==> config.mk <==
export PLATFORM = sky130hd
export DESIGN_NAME = uart_tx_drain
export DESIGN_NICKNAME = d
export VERILOG_FILES = /design/src/rtl/leg_uart_pkg.sv /design/src/rtl/uart_baud_tick.sv /design/src/rtl/uart_tx_drain.sv
export SDC_FILE = /design/constraint.sdc
export NUM_CORES = 1
export LEC_CHECK = 0
export CAP_MARGIN = 20
export CORE_MARGIN = 4
export CORE_UTILIZATION = 49
export CTS_CLUSTER_DIAMETER = 80
export DETAILED_ROUTE_END_ITERATION = 8
export HOLD_SLACK_MARGIN = 0.02
export PLACE_DENSITY_LB_ADDON = 0.15
export SLEW_MARGIN = 20
export SYNTH_ARGS = -nofsm -noshare
export SYNTH_HDL_FRONTEND = slang
export SYNTH_HIERARCHICAL = 1
export SYNTH_SLANG_ARGS = --single-unit
==> constraint.sdc <==
create_clock -name i_clk -period 2.85 [get_ports i_clk]
set_clock_uncertainty 0.05 [all_clocks]
set_input_delay 0.855 -clock i_clk [delete_from_list [all_inputs] [get_ports i_clk]]
set_output_delay 0.855 -clock i_clk [all_outputs]
set_load 0.05 [all_outputs]
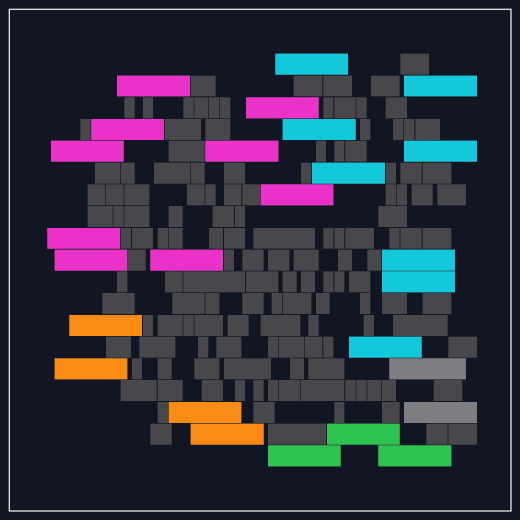
Figure 1: sequential cells grouped by signal name.
(8 px per um)
| colour | netlist name | flops |
|---|---|---|
| cyan | shift | 8 |
| orange | bit_idx | 4 |
| green | state | 3 |
| magenta | u_baud/count | 9 |
not coloured: 2
Layout Utilization: 59.41%
register share of the cell area: 39.11%
Reg area: 651.9 um^2
seq pwr: 0.000606 W

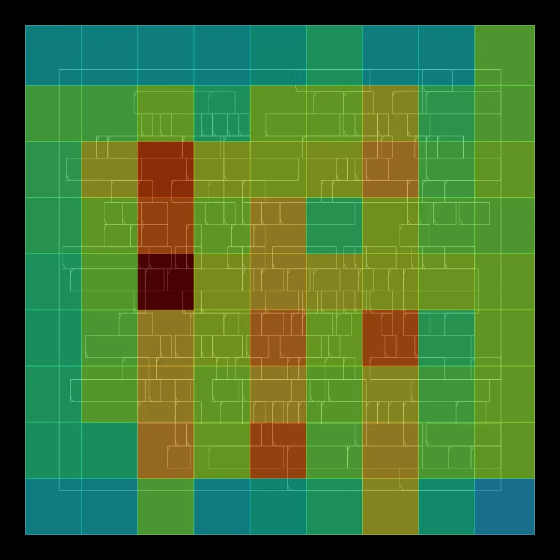
Figure 2: routing congestion.
busiest grt layer: met2
Avg WL per Cell: 13.74 um
GRT met1 Usage: 18.73%

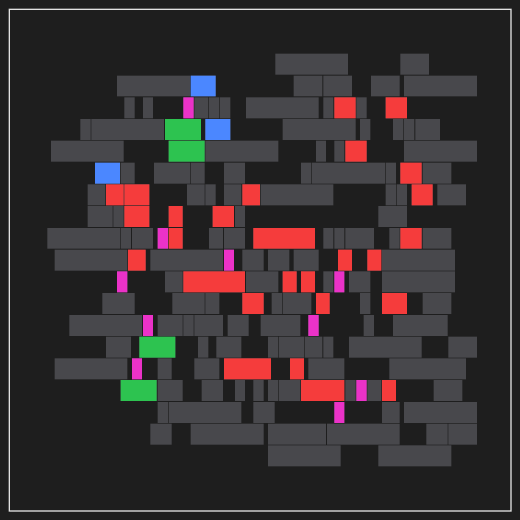
Figure 3: logic cells by family.
(8 px per um)
| colour | family | cells |
|---|---|---|
| green | fa/ha/maj cells | 4 |
| blue | xor and xnor cells | 3 |
| red | aoi and oai cells | 27 |
| magenta | inv cells | 10 |
combinational share of cell area: 44.37%
Layout Cells excl Fill: 194
dominant logic cell type in the layout: dfrtp_1

==> run_results.csv <==
group,metric,value,unit
run_status,outcome,"complete, no violations",
setup_path,slowest_delay,0.45,ns
synth,ys_area,1458,um^2
floorplan,chipArea,3911,um^2
route,num_vias,1098,
clock_network,cts_tree,"done",
final_timing,maxSlewHeadroom,65.66,%
clock_network,cts.sinks,26,
cells_and_area,lay_top_cells,"25 x dfrtp_1, 24 x nand2_1, 12 x nor2_1, 12 x clkdlybuf4s50_1, 10 x inv_1",
grt,track_usage,14.72,%
cells_and_area,final_area,1667,um^2
route,drc,0,
setup_path,ff2ff_path_depth,7,
route,vias_per_cell,5.660,
route,dr.pass1.iters,4,
clock_network,root_buffer,"clkbuf_4",
setup_path,r2r_slack,0.70,ns
clock_network,cts_resized,0,
cells_and_area,largest_register_ffs,9,
cells_and_area,syn_to_final_growth,14.33,%
setup_path,arrival,1.85,ns
route,first_iter_violations,57,
synth,synth.distinct_cells,50,
synth,yosys_warnings,6,
floorplan,ios,14,
clock_network,cts_hold_buf,0,
final_timing,drv_slew,0,
setup_path,crit_path_end_kind,"output port",
synth,synth_top_flop_cell,"dfrtp_1",
placed_design,gp_congestion,0.7407,
grt,grt_max_degree,27,
clock_network,clockBufferDepth,2,
cells_and_area,drive_above_1_share,13.50,%
hold_path,min_path_cells,2,
final_timing,fin_tns_setup,0,ns
power,p_leak,0.7296,nW
setup_path,cp.required,1.95,ns
synth,ys_seq_share,44.72,%
setup_path,crit_family,"buffers and inverters",
job,max-cap-violations,0,
synth,avgSynthCellArea,9.916,um^2
cells_and_area,antenna_cells,0,
clock_network,clk_pin_slew,0.14,ns
floorplan,core-area,2805,um^2
clock_network,cts_setup_buffers,0,
grt,grt_pass1_vias,1039,
setup_path,cp-start-kind,"input pin",
floorplan,fp.dieW,62.54,um
hold_path,hold_path.class,"flip-flop to flip-flop",
final_timing,tightest_slew,0.5150,ns
synth,ys.flops,26,
clock_network,htree_levels,1,
power,powerDensity,726.9,nW/um^2
setup_path,critPathBufInv,2,
floorplan,fp_util,51.96,%
final_timing,period_minus_slack,2.758,ns
final_timing,final.period_utilization,96.76,%
grt,grt_overflow_total,0,
final_timing,fmax,362.6,MHz
setup_path,cp.depth,3,
setup_path,critPathKind,"input pin to output port",
synth,synth_cells,147,
synth,syn_nets,162,
synth,syn_area,1458,um^2
route,wirelength,2.665,mm
final_timing,rsz0062_at_grt,"no",
cells_and_area,layout.nets,179,
synth,ys_cells,147,
power,ir_worst_vdd,0.4679,mV
placed_design,dpl.cell_count,190,
clock_network,clk_latency,0.32,ns
grt,grt_antenna_before_repair,0,
synth,edf_count,0,
clock_network,cts_buffers,3,
job,warnings,28,
placed_design,dpl_cell_area,1630,um^2
placed_design,io_buffers,13,
final_timing,hold_ws,0.4395,ns
final_timing,setup_viol,0,
floorplan,rows,19,
route,ant_nets,0,
synth,async_flop_share,100.0,%
grt,grt_pass1_wl,4.685,mm
floorplan,fp.dieH,62.54,um
final_timing,timing.final.hold_violations,0,
placed_design,dp_hpwl,1.940,mm
setup_path,crit_path_cell_trace,"clkdlybuf4s50_1, nor4_2, buf_12",
setup_path,worst_path_max_delay_cell,"clkdlybuf4s50_1",
setup_path,cp_max_fo,2,
## metrics by stage
step	power, W	setup slack, ns
2_1_floorplan	0.0009366	0.1589
3_3_place_gp	0.001008	0.07580
3_5_place_dp	0.001035	0.08730
4_1_cts	0.001227	0.06886
5_1_grt	0.001319	0.04220
6_report	0.001211	0.09226
## synthesized netlist by cell type (all sizes together) (2+ instances only)
| cell | number | share of area (%) |
|---|---|---|
| dfrtp | 25 | 43 |
| nor3 | 3 | 1.0 |
| or3 | 3 | 1.6 |
| a31oi | 4 | 2.7 |
| ha | 4 | 3.4 |
| xor2 | 2 | 1.2 |
| a21oi | 3 | 1.0 |
| a22o | 3 | 1.8 |
| nand2 | 25 | 7.0 |
| or3b | 2 | 1.2 |
| nor3b | 2 | 1.8 |
| nand2b | 2 | 0.86 |
| a21o | 2 | 1.0 |
| nand3 | 4 | 1.4 |
| o221ai | 2 | 1.2 |
| buf | 4 | 2.4 |
| nor2 | 12 | 3.1 |
| o21ai | 6 | 2.1 |
| inv | 10 | 2.6 |
| nand4 | 2 | 1.3 |
| a22oi | 6 | 3.1 |
## power by group
group / internal [W] / switching [W]
combinational: 0.000205 / 0.000212
sequential: 0.000475 / 0.000130
clock: 0.0000781 / 0.000111
## metal layers
| metal | global-route usage [%] | wire [um] | vias up |
|---|---|---|---|
| met1 | 18.73 | 1282 | 520 |
| met5 | 0 | 0 | - |
| li1 | - | - | 555 |
| met3 | 3.597 | 100 | 4 |
| met4 | 6.612 | 39 | 0 |
| met2 | 23.57 | 1242 | 19 |
## kinds of logic (layout without fill, tap and decap cells)
| logic type | count (synthesis) | in the layout | synth area share, % |
|---|---|---|---|
| muxes | 2 | 2 | 1.459 |
| DFF | 26 | 26 | 44.72 |
| xor gates and xnor gates | 3 | 3 | 1.803 |
| and+or+nand+nor | 65 | 65 | 24.72 |
| buffers and inverters | 14 | 30 | 4.979 |
| AOI/OAI and AO/OA | 33 | 33 | 18.88 |
| adders and majority gates | 4 | 4 | 3.434 |
## worst min-delay path, stage by stage (launching register included)
cell and delay [ns]:
dfrtp_1 0.37, nand2_1 0.05, nand2_1 0.05
## final cells by class
cell class	instances	area [um^2]
timing repair buffer	16	162.7
tap	31	38.79
fill	253	1139
inverter	10	37.54
multi-input combinational	107	739.5
sequential	26	651.9
clock buffer	4	36.28
No activity file was given, so power comes from the tool's default toggle rates.
